File: config.mk
export PLATFORM = sky130hd
export DESIGN_NAME = dma_arbiter_n
export DESIGN_NICKNAME = d
export VERILOG_FILES = /design/src/rtl/dma_arbiter_n_pkg.sv /design/src/rtl/dma_rr_picker.sv /design/src/rtl/dma_arbiter_n.sv
export SDC_FILE = /design/constraint.sdc
export NUM_CORES = 1
export LEC_CHECK = 0
export CAP_MARGIN = 15
export CORE_ASPECT_RATIO = 0.9
export CORE_MARGIN = 5
export CORE_UTILIZATION = 54
export CTS_BUF_LIST = sky130_fd_sc_hd__clkbuf_8 sky130_fd_sc_hd__clkbuf_16
export DETAILED_ROUTE_END_ITERATION = 8
export PLACE_DENSITY = 0.87
export SETUP_SLACK_MARGIN = 0.02
export SYNTH_ARGS = -nofsm -noshare
export SYNTH_HDL_FRONTEND = slang
export SYNTH_SLANG_ARGS = --single-unit
File: constraint.sdc
create_clock -name clk -period 8.3 [get_ports clk]
set_input_delay 1.66 -clock clk [delete_from_list [all_inputs] [get_ports clk]]
set_output_delay 1.66 -clock clk [all_outputs]
set_load 0.005 [all_outputs]
File: src/rtl/dma_arbiter_n_pkg.sv
// rtl/dma_arbiter_n_pkg.sv - shared widths, defaults and FSM encoding for the DMA arbiter
package dma_arbiter_n_pkg;

    localparam int NUM_DMA_CHANNELS = 8;
    localparam int DMA_PRIO_W       = 2;
    localparam int DMA_AGE_W        = 8;

    typedef enum logic {
        ARB_IDLE    = 1'b0,
        ARB_GRANTED = 1'b1
    } arb_state_e;

endpackage

File: src/rtl/dma_rr_picker.sv
// rtl/dma_rr_picker.sv - first set request bit at or after ptr, wrapping modulo N
module dma_rr_picker #(
    parameter int N    = 8,
    parameter int ID_W = $clog2(N)
) (
    input  logic [N-1:0]    req,
    input  logic [ID_W-1:0] ptr,
    output logic            valid,
    output logic [ID_W-1:0] idx
);

    always_comb begin
        int               c;
        logic [ID_W-1:0]  c_idx;
        valid = 1'b0;
        idx   = '0;
        c     = 0;
        c_idx = '0;
        for (int k = 0; k < N; k++) begin
            c = int'(ptr) + k;
            if (c >= N) c = c - N;
            c_idx = ID_W'(c);
            if (!valid && req[c_idx]) begin
                valid = 1'b1;
                idx   = c_idx;
            end
        end
    end

endmodule

File: src/rtl/dma_arbiter_n.sv
// rtl/dma_arbiter_n.sv - N-channel DMA arbiter, priority + per-level round-robin; aging under DMA_ARB_AGING_EN
module dma_arbiter_n
    import dma_arbiter_n_pkg::*;
#(
    parameter int NUM_CH  = NUM_DMA_CHANNELS,
    parameter int PRIO_W  = DMA_PRIO_W,
    parameter int CH_ID_W = $clog2(NUM_CH)
`ifdef DMA_ARB_AGING_EN
    ,
    parameter int AGE_LIMIT = 15
`endif
) (
    input  logic                     clk,
    input  logic                     rst_n,
    input  logic [NUM_CH-1:0]        ch_req,
    input  logic [NUM_CH-1:0]        ch_en,
    input  logic [NUM_CH*PRIO_W-1:0] ch_prio,
    input  logic                     engine_busy,
    input  logic                     engine_done,
    output logic [NUM_CH-1:0]        grant,
    output logic [CH_ID_W-1:0]       grant_id,
    output logic                     grant_valid
);

    localparam int NUM_LVL = 2 ** PRIO_W;

    arb_state_e          state, state_nxt;
    logic [NUM_CH-1:0]   eligible;
    logic [PRIO_W-1:0]   eprio     [NUM_CH];
    logic [NUM_CH-1:0]   lvl_req   [NUM_LVL];
    logic [NUM_LVL-1:0]  lvl_valid;
    logic [CH_ID_W-1:0]  lvl_idx   [NUM_LVL];
    logic [CH_ID_W-1:0]  rr_ptr    [NUM_LVL];
    logic [PRIO_W-1:0]   win_lvl, grant_lvl;
    logic [CH_ID_W-1:0]  win_id;
    logic                decide, done_ack;

    assign eligible    = ch_req & ch_en;
    assign grant_valid = |grant;

`ifdef DMA_ARB_AGING_EN
    logic [DMA_AGE_W-1:0] age [NUM_CH];
    logic [NUM_CH-1:0]    aged;
    logic                 aged_valid;
    logic [CH_ID_W-1:0]   aged_idx;

    always_comb begin
        aged = '0;
        for (int i = 0; i < NUM_CH; i++)
            aged[i] = eligible[i] && (age[i] == DMA_AGE_W'(AGE_LIMIT));
    end

    // Aged channels form a tier above every non-aged channel, sharing the top level's pointer.
    dma_rr_picker #(.N(NUM_CH), .ID_W(CH_ID_W)) u_aged_pick (
        .req   (aged),
        .ptr   (rr_ptr[NUM_LVL-1]),
        .valid (aged_valid),
        .idx   (aged_idx)
    );

    always_ff @(posedge clk or negedge rst_n) begin
        if (!rst_n) begin
            for (int i = 0; i < NUM_CH; i++) age[i] <= '0;
        end else if (decide) begin
            for (int i = 0; i < NUM_CH; i++) begin
                if (!eligible[i] || (CH_ID_W'(i) == win_id))
                    age[i] <= '0;
                else if (age[i] != DMA_AGE_W'(AGE_LIMIT))
                    age[i] <= age[i] + DMA_AGE_W'(1);
            end
        end
    end
`endif

    always_comb begin
        for (int i = 0; i < NUM_CH; i++) begin
            eprio[i] = ch_prio[i*PRIO_W +: PRIO_W];
`ifdef DMA_ARB_AGING_EN
            if (aged[i]) eprio[i] = '1;
`endif
        end
    end

    always_comb begin
        for (int l = 0; l < NUM_LVL; l++) begin
            lvl_req[l] = '0;
            for (int i = 0; i < NUM_CH; i++)
                lvl_req[l][i] = eligible[i] && (eprio[i] == PRIO_W'(l));
        end
    end

    for (genvar l = 0; l < NUM_LVL; l++) begin : g_lvl
        dma_rr_picker #(.N(NUM_CH), .ID_W(CH_ID_W)) u_pick (
            .req   (lvl_req[l]),
            .ptr   (rr_ptr[l]),
            .valid (lvl_valid[l]),
            .idx   (lvl_idx[l])
        );
    end

    always_comb begin
        win_lvl = '0;
        for (int l = 0; l < NUM_LVL; l++)
            if (lvl_valid[l]) win_lvl = PRIO_W'(l);
        win_id = lvl_idx[win_lvl];
`ifdef DMA_ARB_AGING_EN
        if (aged_valid) begin
            win_lvl = '1;
            win_id  = aged_idx;
        end
`endif
    end

    always_ff @(posedge clk or negedge rst_n) begin
        if (!rst_n) state <= ARB_IDLE;
        else        state <= state_nxt;
    end

    always_comb begin
        state_nxt = state;
        case (state)
            ARB_IDLE:    if (!engine_busy && |eligible) state_nxt = ARB_GRANTED;
            ARB_GRANTED: if (engine_done)               state_nxt = ARB_IDLE;
            default:                                    state_nxt = ARB_IDLE;
        endcase
    end

    always_comb begin
        decide   = (state == ARB_IDLE) && !engine_busy && |eligible;
        done_ack = (state == ARB_GRANTED) && engine_done;
    end

    always_ff @(posedge clk or negedge rst_n) begin
        if (!rst_n) begin
            grant     <= '0;
            grant_id  <= '0;
            grant_lvl <= '0;
            for (int l = 0; l < NUM_LVL; l++) rr_ptr[l] <= '0;
        end else if (decide) begin
            grant     <= NUM_CH'(1) << win_id;
            grant_id  <= win_id;
            grant_lvl <= win_lvl;
        end else if (done_ack) begin
            grant             <= '0;
            rr_ptr[grant_lvl] <= (grant_id == CH_ID_W'(NUM_CH-1)) ? '0 : grant_id + CH_ID_W'(1);
        end
    end

endmodule

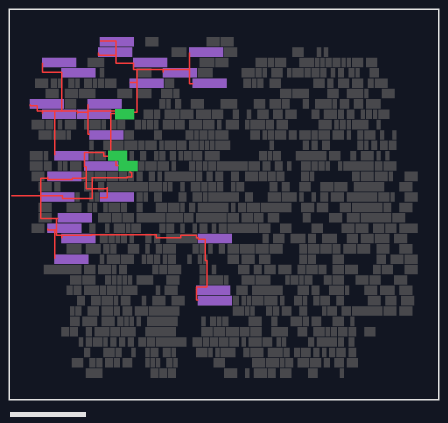
**Above:** run 1 (clock distribution).
Bar = 20 microns.
[clock wires] red | length: 331 microns
[flip-flops] purple | count: 26
[clock-net drivers] green | count: 3
routed clock nets: 4
Clock Skews: 0.005255 ns
clock share of power: 0.051
Clk Latency, worst-skew pair: 0.28 ns
P_clk: 0.108 mW

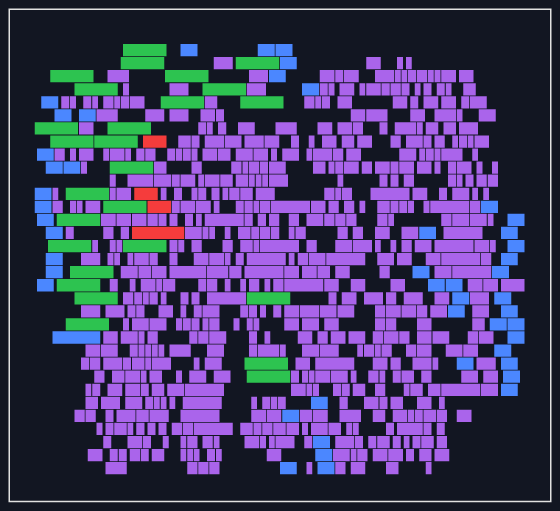
**Above:** run 1 (cell classes on the final placement).
[registers] green | cells: 26
[remaining buffers and delay cells] blue | cells: 48
[clock drivers and dummy loads] red | cells: 4
[remaining logic cells] purple | cells: 596
Final Instance Area: 5694 sq um
Final Util: 0.6212

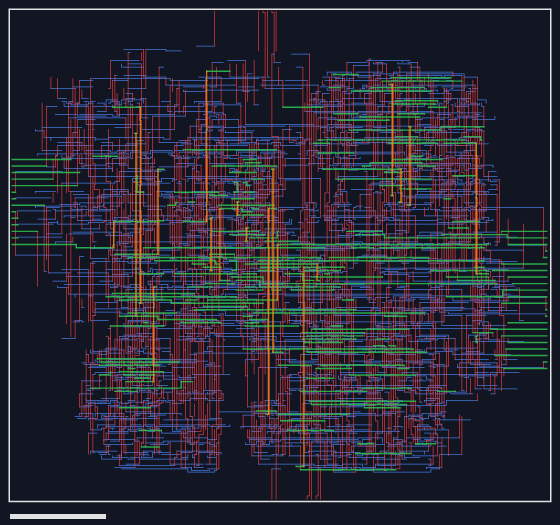
**Above:** run 1 (metal layers overlaid).
Bar = 20 microns.
[M1] blue | wire length: 6960 microns
[M4] orange | wire length: 395 microns
[M3] green | wire length: 2000 microns
[M2] red | wire length: 7740 microns

==> run notes, run 1 <==
flow finished, numbers: ANT cells 0, initial antenna violation count 0, Wirelength per Cell around 21 microns, TNS Setup 0 ns, CP Class input pin to flop, gate count of the mapped netlist 653, Die Ht 102.2 microns, Routed Antenna Nets 0, Registers, synthesis 26, Yosys Chip Area just over 5000 sq um, grt ovf 0, worst min-delay path startpoint grant[7], Initial Util 0.5562, achievable frequency ~190 MHz, count leader, synth nand2_1, Post-Syn Nets around 700, WHS Path Cells 2, vias 5884, Synth Seq Share 0.1276, Max Slew Vio Count 0, worst flop-to-flop path startpoint rr_ptr[3], DPL Wire Length 13020 microns, Commonest flop dfrtp_1, GRT Util Overall 0.2853, Yosys Warn Count 0, Chip Area ~11000 sq um, most instantiated cells after synthesis 65 x nand2_1, 53 x nor2_1, 35 x a21oi_1, 35 x o21ai_0, CTS Hold Bufs 0, I/O pin count ~48, final worst path period share 0.6313, Max clock buf depth 2, CTS H-tree lvls 1, min cycle time layout about 5.2 ns, GP Congestion 0.9869, Worst Hold Endpoint grant[7], Top Family by Delay on Critical Path simple AND/OR/NAND/NOR gates, Syn Std Cell Area 5099 sq um, Pwr Density ~370 nW/um^2, CTS root buffer clkbuf_8, peak supply drop 0.0002310 V, endpoint class of the critical path flop, dpl cell area 5595 sq um, Max-Cap Viols 0, most common logic cell in the routed design nand2_1, tally of OpenROAD warnings 30, worst hold path type flop to flop, final WL 17080 microns, Area Growth Syn to Fin 11.68%, CTS tree done, Port Buffers 47, post-synthesis area per instance ~8 sq um, cell type with the largest total area dfrtp_1, Final WS setup just over 3 ns, crit path DRT ~8.5 ns, Worst Tran Pin Value roughly 0.9 ns, Cell Type Count 83, top cells, area dfrtp_1 13%, mux4_2 8.8%, nand2_1 4.8%, DRT iter0 DRCs 735, cells on worst reg2reg path 10, die width ~110 microns, Critical Path, Cell by Cell clkdlybuf4s50_1, and4b_1, mux4_2, nor4_2, nand4_1, nor4_4, o221ai_1, nand3_1, mux2i_1, o41ai_1, Top Layout Cells 65 x nand2_1, 53 x nor2_1, 47 x clkdlybuf4s50_1, Place WS between 2 and 3 ns, status finished, final reports clean, Buf/Inv on CP 1, DRC 0, Dominant cell area share 0.1276, core area 9166 sq um, Worst-path clk slew approximately 0.1 ns, Sink Count 26, global-route wire length before repair around 27000 microns, end of the worst register-to-register path grant[3], Vias/cell 7.392, CTS resizes 0, leakage 2.049 nW, vias in the first global route between 5000 and 6000, Final Hold Viols 0, number of enable flip-flop cells 0, yosys cell count 653, largest net degree at the start of global routing 27, critical path fanouts, max 7, CTS buffer count 3, layout cell share with drive strength beyond 1 0.09050, Final #Nets 721, row cnt 33, unrepaired setup endpoints after global routing false, crit start category input pin, Crit path depth 10, post-CTS setup buffer count 0
[run 1: through the flow]
stage               std cells  hold WS, ns  total power [mW]
floorplan                 653       0.4895             1.556
global placement          791       0.4958             1.912
detailed placement        791       0.4863             1.958
CTS                       795       0.5267             2.075
global route              796       0.5609             2.272
finish                    796       0.5265             2.126
[run 1: cells by family after synthesis]
kind of cell | synth area share
adder cells (fa/ha/maj) | 0.02454
multiplexers | 0.1804
AND-OR/OR-AND | 0.2896
flip-flops | 0.1276
AND/OR/NAND/NOR | 0.3104
buffers and inverters | 0.04172
XOR/XNOR | 0.02577
[run 1: metal layers]
metal / up-vias / global-route usage / wire (microns)
li1: 2671 / - / -
met1: 2764 / 0.3921 / 6957
met2: 409 / 0.4686 / 7736
met3: 40 / 0.05210 / 1995
met4: 0 / 0.07301 / 395
met5: - / 0 / 0
[run 1: report_power, final]
| part | switching, mW | internal (mW) | total, mW |
|---|---|---|---|
| clock | 0.0434 | 0.0646 | 0.108 |
| sequential | 0.178 | 0.177 | 0.355 |
| combinational | 0.970 | 0.693 | 1.66 |
[run 1: cell type report]
cell class / count / area [sq um]
Timing Repair Buffer: 48 / 498.0
Sequential cell: 26 / 650.6
Tap cell: 122 / 152.6
Clock buffer: 3 / 41.29
Multi-Input combinational cell: 573 / 4235
Clock inverter: 1 / 30.03
Inverter: 23 / 86.33
Fill cell: 838 / 3472
[run 1: how the worst max path moves through the flow]
stage / from / endpoint / slack [ns]
6_report: ch_prio[11] / grant[3] / 3.06
5_1_grt: rr_ptr[3] / grant[7] / 2.64
4_1_cts: ch_prio[10] / grant[3] / 3.14
3_5_place_dp: ch_en[4] / grant_id[2] / 2.85
3_3_place_gp: ch_prio[12] / grant[7] / 2.85
2_1_floorplan: ch_prio[0] / grant[0] / 4.04
[run 1: worst min-delay path, cell delays in order, from the launching register on]
cell and delay [ns]:
dfrtp_1 0.38, nand2_1 0.06, o41ai_1 0.06
[run 1: flip-flops by register name, indices dropped and copies added (netlist names)]
| signal | cells |
|---|---|
| grant_id | 3 |
| rr_ptr | 12 |
| grant | 8 |
| state | 1 |
| grant_lvl | 2 |
**Run 1: clock nets**

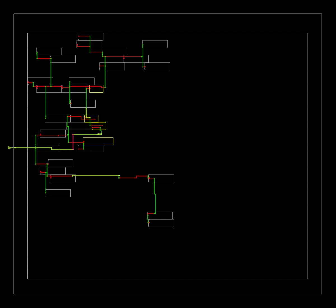

==> run 1 -> run 2 <==
--- a/config.mk
+++ b/config.mk
@@ -11,7 +11,7 @@
 export CORE_UTILIZATION = 54
 export CTS_BUF_LIST = sky130_fd_sc_hd__clkbuf_8 sky130_fd_sc_hd__clkbuf_16
 export DETAILED_ROUTE_END_ITERATION = 8
-export PLACE_DENSITY = 0.87
+export PLACE_DENSITY = 0.9
 export SETUP_SLACK_MARGIN = 0.02
 export SYNTH_ARGS = -nofsm -noshare
 export SYNTH_HDL_FRONTEND = slang
==> constraint.sdc (replaced) <==
create_clock -name clk -period 4.8 [get_ports clk]
set_input_delay 0.96 -clock clk [delete_from_list [all_inputs] [get_ports clk]]
set_output_delay 0.96 -clock clk [all_outputs]
set_load 0.005 [all_outputs]
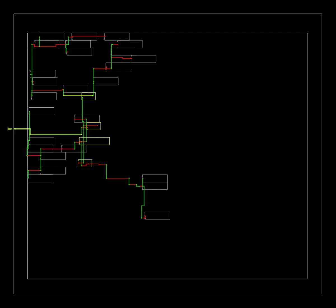
**Above:** run 2 (clock nets).
clkbuf count: 3
Sink Count: 26
Clock Skews: 0.004188 ns

==> run 2 against run 1 <==
Utilization is 2.0 points higher. Worst hold slack better by 0.00082 ns. Clock-buffer cell count stayed put. Via count is 1.4% higher. Flip-flop count stayed put. Largest cell class unchanged. Setup slack worse by 3.0 ns. Sequential share of layout area is 0.35 points lower. Clock skew is 0.0011 ns lower. Final cell count is 3.0% higher.
==> run notes, run 2 <==
flow finished, numbers: DRC 0 (unchanged), DRT iter0 DRCs 809 (+10%), met1 global-route usage 0.4200 (+0.02789), Area Growth Syn to Fin 15.21%, Worst-path clk slew 0.09 ns (about the same), ANT cells 0 (unchanged), Max-Cap Viols 0 (unchanged), Crit. Startpoint ch_en[5], first drt pass iteration count 6, Post-Syn Nets 699 (unchanged), Max clock buf depth 2 (unchanged), unrepaired setup endpoints after global routing false, CTS Hold Bufs 0 (unchanged), Pwr Density 661.9 nW/um^2 (+77%), Pwr Total 3.888 mW (+83%), Yosys Chip Area 5099 sq um (unchanged), worst hold path type flop to flop, final hold slack 0.5273 ns (+0.0008180 ns), final WL 17810 microns (+4.3%), gate count of the mapped netlist 653 (unchanged), achievable frequency 213.0 MHz, Vias/cell 7.276 (-1.6%), Commonest flop dfrtp_1, top cells, area dfrtp_1 13%, mux4_2 8.8%, nand2_1 4.8%, grt ovf 0 (unchanged), crit start category input pin, I/O pin count 48 (unchanged), Top Layout Cells 65 x nand2_1, 53 x nor2_1, 47 x clkdlybuf4s50_1, DPL Wire Length 13780 microns (+5.9%), global-route wire length before repair 28810 microns (+5.8%), min cycle time layout 4.695 ns, core area 9166 sq um (unchanged), filler instances 806 (-3.8%), vias 5966 (+1.4%), worst min-delay path startpoint grant[6], Wirelength per Cell 21.72 microns (+1.2%), vias in the first global route 5568 (+3.8%), crit path DRT 4.95 ns (-3.51 ns), gr busiest metal met2, max reg flops 12 (unchanged), M2 GR Usage 0.4869 (+0.01832), Dominant cell area share 0.1276 (unchanged), Routed Antenna Nets 0 (unchanged), worst flop-to-flop path startpoint rr_ptr[3], cell type with the largest total area dfrtp_1, endpoint class of the critical path flop, largest net degree at the start of global routing 27 (unchanged), Initial Util 0.5562 (unchanged), GRT Util Overall 0.3032 (+0.01790), most common logic cell in the routed design nand2_1, tally of OpenROAD warnings 30 (unchanged), Registers, synthesis 26 (unchanged), layout cell share with drive strength beyond 1 0.1218 (+0.03127), biggest regs rr_ptr x12, grant x8, grant_id x3, CP arrival 4.85 ns, status finished, final reports clean, Synth Seq Share 0.1276 (unchanged), CTS tree done, CTS buffer count 3 (unchanged), peak supply drop 0.0004472 V (+94%), number of enable flip-flop cells 0 (unchanged), Die Ht 102.2 microns (unchanged), Final #Nets 745 (+3.3%), die width 112.4 microns (unchanged), Final Hold Viols 0 (unchanged), GR met3 Demand/Resource 0.05033 (-0.001776), Port Buffers 47 (unchanged), yosys cell count 653 (unchanged), largest reg by FF count rr_ptr, post-synthesis area per instance 7.808 sq um (unchanged), critical path fanouts, max 8 (+1), Yosys Warn Count 0 (unchanged), count leader, synth nand2_1, initial antenna violation count 0 (unchanged), CTS root buffer clkbuf_8, row cnt 33 (unchanged), Clk Latency, worst-skew pair 0.27 ns (about the same), Cell Type Count 83 (unchanged), final worst path period share 0.9782, Syn Std Cell Area 5099 sq um (unchanged), most instantiated cells after synthesis 65 x nand2_1, 53 x nor2_1, 35 x a21oi_1, 35 x o21ai_0, GP Congestion 1.050 (+6.4%), leakage 2.163 nW (+5.6%), Max Slew Vio Count 0 (unchanged), CP Class input pin to flop, CTS H-tree lvls 1 (unchanged), Chip Area 11490 sq um (unchanged), Worst Tran Pin Value 0.7168 ns (-0.1570 ns)
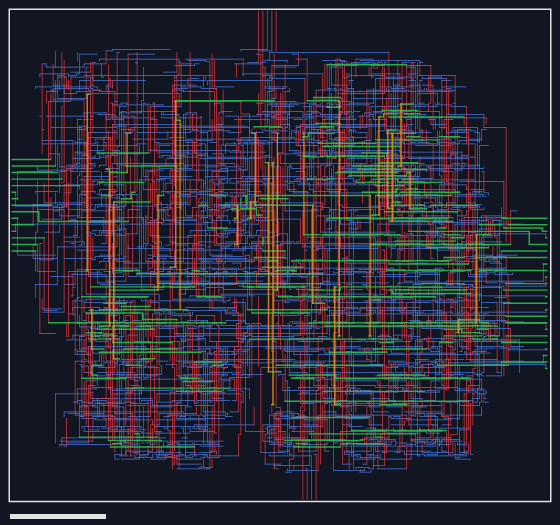
**Above:** run 2 (metal layers overlaid).
Bar = 20 microns.
[M3] green | wire length: 1960 microns
[M4] orange | wire length: 606 microns
[M1] blue | wire length: 7390 microns
[M2] red | wire length: 7860 microns

==> run 2: netlist changes by cell type in the layout (fill, tap and decap cells not counted) <==
cell,delta
buf_4,+24
==> run 2: worst max-delay path: stages <==
cell and delay (ns):
clkdlybuf4s50_1 0.60, and4b_1 0.31, mux4_2 0.57, nor4_2 0.49, nand4_1 0.45, nor4_4 0.31
buf_4 0.19, buf_4 0.12, a32o_1 0.21, mux2i_1 0.19, o41ai_1 0.44
==> run 2: what timing repair did <==
item                                    4_1_cts  5_1_grt
gates resized                                 0        0
buffers inserted                              0        3
endpoints found under the setup margin        0        5
==> run 2: per-stage QoR <==
stage / setup WS, ns / cells / TNS (ns) / instance area (sq um) / utilization
detailed placement: -0.1472 / 812 / -0.5928 / 5753 / 0.6276
floorplan: 1.142 / 653 / 0 / 5099 / -
global placement: -0.1633 / 812 / -0.7094 / 5753 / 0.6276
global route: 0.02743 / 820 / 0 / 5874 / 0.6409
finish: 0.1046 / 820 / 0 / 5874 / 0.6409
CTS: 0.1024 / 816 / 0 / 5824 / 0.6354
==> run 2: path summary, 6_finish.rpt <==
check                            end  slack, ns  cells past startpoint
setup reg to reg            grant[2]       0.36                     11
min in group asynchronous  rr_ptr[7]       1.04                      1
max in group asynchronous  rr_ptr[3]       3.29                      2
setup / recovery            grant[2]       0.10                     11
hold / removal              grant[6]       0.53                      2
hold reg to reg             grant[6]       0.53                      2
==> run 2: power breakdown <==
group	internal [mW]	switching, mW
registers	0.309	0.159
clock network	0.112	0.0706
logic	1.34	1.90
==> run 2: cells by family (layout without fill, tap and decap cells) <==
kind of cell | after synthesis | after routing | synth area share
compound gates | 210 | 210 | 0.2896
fa+ha+maj | 10 | 10 | 0.02454
simple gates | 274 | 274 | 0.3104
xor+xnor | 15 | 15 | 0.02577
mux | 64 | 64 | 0.1804
flops | 26 | 26 | 0.1276
buf+inv | 54 | 99 | 0.04172
==> run 2: cell type report <==
| type | count | area, sq um | share of cell area |
|---|---|---|---|
| repair buffers | 72 | 678.2 | 0.1154 |
| clock buffers | 3 | 41.29 | 0.007029 |
| clock inverters | 1 | 30.03 | 0.005112 |
| inverters | 23 | 86.33 | 0.01470 |
| well taps | 122 | 152.6 | 0.02599 |
| multi-input cells | 573 | 4235 | 0.7210 |
| flip-flops and latches | 26 | 650.6 | 0.1108 |
==> run 2: layer usage <==
layer	share of wire	vias to the layer above
met3	0.11	54
met4	0.034	0
met1	0.41	2791
met2	0.44	393
li1	-	2728
met5	0	-
**Run 2: PDN straps and rails**

Bar = 20 microns. Pins as bars on the die edge.
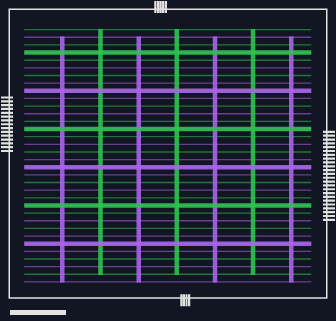

==> run 2 -> run 3 <==
--- a/config.mk
+++ b/config.mk
@@ -8,10 +8,10 @@
 export CAP_MARGIN = 15
 export CORE_ASPECT_RATIO = 0.9
 export CORE_MARGIN = 5
-export CORE_UTILIZATION = 54
+export CORE_UTILIZATION = 40
 export CTS_BUF_LIST = sky130_fd_sc_hd__clkbuf_8 sky130_fd_sc_hd__clkbuf_16
 export DETAILED_ROUTE_END_ITERATION = 8
-export PLACE_DENSITY = 0.9
+export PLACE_DENSITY = 0.72
 export SETUP_SLACK_MARGIN = 0.02
 export SYNTH_ARGS = -nofsm -noshare
 export SYNTH_HDL_FRONTEND = slang
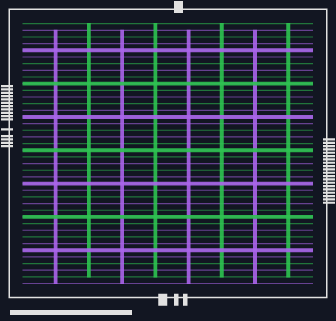
**Above:** run 3 (PDN straps and rails).
Bar = 50 microns. Pins as bars on the die edge.
[VSS] purple
[VDD] green
signal pins: 48
met5 straps: 7
die width: 129.0 microns
Die Ht: 117.1 microns
peak supply drop: 0.0003908 V

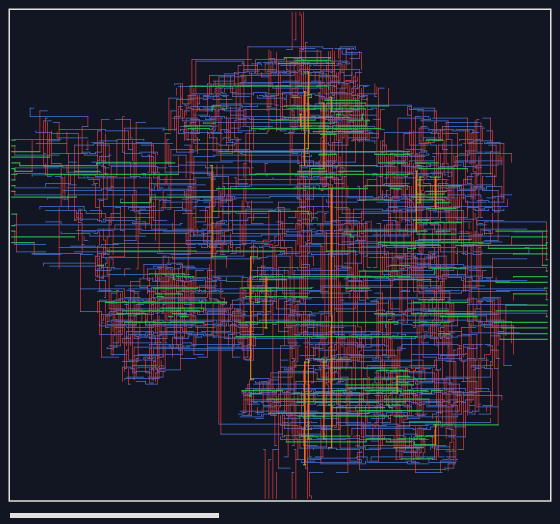
**Above:** run 3 (metal layers overlaid).
Bar = 50 microns.
[M1] blue | wire length: 7920 microns
[M3] green | wire length: 1820 microns
[M2] red | wire length: 7620 microns
[M4] orange | wire length: 282 microns

==> run 3 against run 2 <==
Final area up 0.40%. Largest power group unchanged. Register-to-register slack better by 0.17 ns. Utilization down 17 points. Via count down 0.47%.
==> run notes, run 3 <==
flow finished, numbers: Critical Path, Cell by Cell clkdlybuf4s50_1, nand4b_1, o22ai_1, nor3_1, o22a_1, and2_4, o221a_1, or4_1, a32o_1, mux2i_1, buf_4, o21ai_0, Area Growth Syn to Fin 15.68%, cells on worst reg2reg path 12 (+1), vias 5938 (-0.47%), first drt pass iteration count 7 (+1), ANT cells 0 (unchanged), Clock Skews 0.002334 ns (-0.001854 ns), Cell Type Count 83 (unchanged), leakage 2.153 nW (-0.47%), Max clock buf depth 2 (unchanged), R2R setup slack 0.53 ns (+0.17 ns), biggest regs rr_ptr x12, grant x8, grant_id x3, aoi share 0.2896 (unchanged), Post-Synth Simple-Gate Area 0.3104 (unchanged), Post-Syn Nets 699 (unchanged), number of enable flip-flop cells 0 (unchanged), CTS resizes 0 (unchanged), CTS root buffer clkbuf_16, critical path's largest stage delay 0.63 ns (+0.03 ns), dpl cell area 5828 sq um (+1.3%), Registers, synthesis 26 (unchanged), grt ovf 0 (unchanged), Yosys Chip Area 5099 sq um (unchanged), Final Instance Area 5898 sq um (+0.40%), tally of OpenROAD warnings 30 (unchanged), CTS H-tree lvls 1 (unchanged), mux share 0.1804 (unchanged), critical path fanouts, max 8 (unchanged), DRT iter0 DRCs 998 (+23%), Wirelength per Cell 20.51 microns (-5.6%), CP arrival 4.58 ns (-0.27 ns), Syn Std Cell Area 5099 sq um (unchanged), achievable frequency 223.9 MHz (+5.1%), final worst path period share 0.9306 (-0.04764), Worst-path clk slew 0.06 ns (-0.03 ns), most common logic cell in the routed design nand2_1, Yosys Warn Count 0 (unchanged), post-synthesis area per instance 7.808 sq um (unchanged), GP Congestion 0.9823 (-6.5%), initial antenna violation count 0 (unchanged), Top Layout Cells 65 x nand2_1, 53 x nor2_1, 46 x clkdlybuf4s50_1, CP endpoint grant_id[1], DPL Wire Length 13780 microns (about the same), Final Hold Viols 0 (unchanged), crit path DRT 4.92 ns (-0.03 ns), worst hold path type flop to flop, Commonest flop dfrtp_1, endpoint class of the critical path flop, min cycle time layout 4.467 ns (-0.2287 ns), largest non-sequential cell family by area simple AND/OR/NAND/NOR gates, Final #Nets 744 (-0.13%), max reg flops 12 (unchanged), post-CTS setup buffer count 0 (unchanged), status finished, final reports clean, final WL 17640 microns (-0.97%), Clk Latency, worst-skew pair 0.26 ns (about the same), Dominant cell area share 0.1276 (unchanged), GRT Util Overall 0.2269 (-0.07636), worst flop-to-flop path startpoint rr_ptr[9], Sink Count 26 (unchanged), Routed Antenna Nets 0 (unchanged), end of the worst register-to-register path grant[3], slowest CP cell clkdlybuf4s50_1, most instantiated cells after synthesis 65 x nand2_1, 53 x nor2_1, 35 x a21oi_1, 35 x o21ai_0, CTS tree done, Synth Seq Share 0.1276 (unchanged), unrepaired setup endpoints after global routing false, top cells, area dfrtp_1 13%, mux4_2 8.8%, nand2_1 4.8%, largest net degree at the start of global routing 27 (unchanged), global-route wire length before repair 28300 microns (-1.8%), largest reg by FF count rr_ptr, XOR/XNOR share of the synthesized area 0.02577 (unchanged), Max Slew Vio Count 0 (unchanged), count leader, synth nand2_1, adder-cell share of the synthesized area 0.02454 (unchanged), Chip Area 15110 sq um (+32%), cell type with the largest total area dfrtp_1, TNS Setup 0 ns (unchanged), vias in the first global route 5410 (-2.8%)
## run 3: worst min path at each step
stage                      startpoint     endpoint  slack, ns  cells after the start
after floorplan              grant[1]     grant[1]       0.49                      2
after global placement       grant[2]     grant[2]       0.51                      2
after detailed placement     grant[1]     grant[1]       0.51                      2
after CTS                    grant[1]     grant[1]       0.54                      2
after global routing      grant_id[2]  grant_id[2]       0.57                      2
final                        grant[1]     grant[1]       0.53                      2
## run 3: report_power, final
part           leakage, nW  internal, mW  switching [mW]
Sequential           0.330         0.309           0.176
Clock               0.0370         0.111          0.0759
Combinational         1.79          1.33            1.87
Total                 2.15          1.75            2.12
## run 3: area by class of cell
type | instances | area (sq um)
fillers | 1225 | 6691
multi-input cells | 573 | 4235
flip-flops and latches | 26 | 650.6
repair buffers | 71 | 645.6
well taps | 164 | 205.2
inverters | 23 | 86.33
clock buffers | 3 | 75.07
## run 3: layer usage
layer  GRT usage  routed length [microns]
met5           0                        0
met2      0.3560                     7624
met4     0.02729                      281
met3     0.03312                     1818
met1      0.3408                     7917
## run 3: metrics by stage
| stage | hold WS (ns) | instances | utilization | power [mW] | setup slack (ns) |
|---|---|---|---|---|---|
| global placement | 0.5089 | 857 | 0.4629 | 3.522 | 0.2332 |
| floorplan | 0.4895 | 653 | - | 2.691 | 1.142 |
| finish | 0.5268 | 860 | 0.4685 | 3.872 | 0.3333 |
| detailed placement | 0.5082 | 857 | 0.4629 | 3.599 | 0.1645 |
| global route | 0.5663 | 860 | 0.4685 | 4.160 | 0.2265 |
| CTS | 0.5359 | 860 | 0.4689 | 3.809 | 0.4379 |
## run 3: cells by family after synthesis
logic type,after synthesis
AND/OR/NAND/NOR,274
adder cells (fa/ha/maj),10
buffers and inverters,54
multiplexers,64
AND-OR/OR-AND,210
XOR/XNOR,15
flip-flops,26
## run 3: critical path: cells and delay by family
family	cells	cell delay (ns)
buffers and inverters	2	0.81
muxes	1	0.38
AOI/OAI and AO/OA	5	1.26
and+or+nand+nor	4	1.15
Power is estimated from default activity; no workload was simulated.
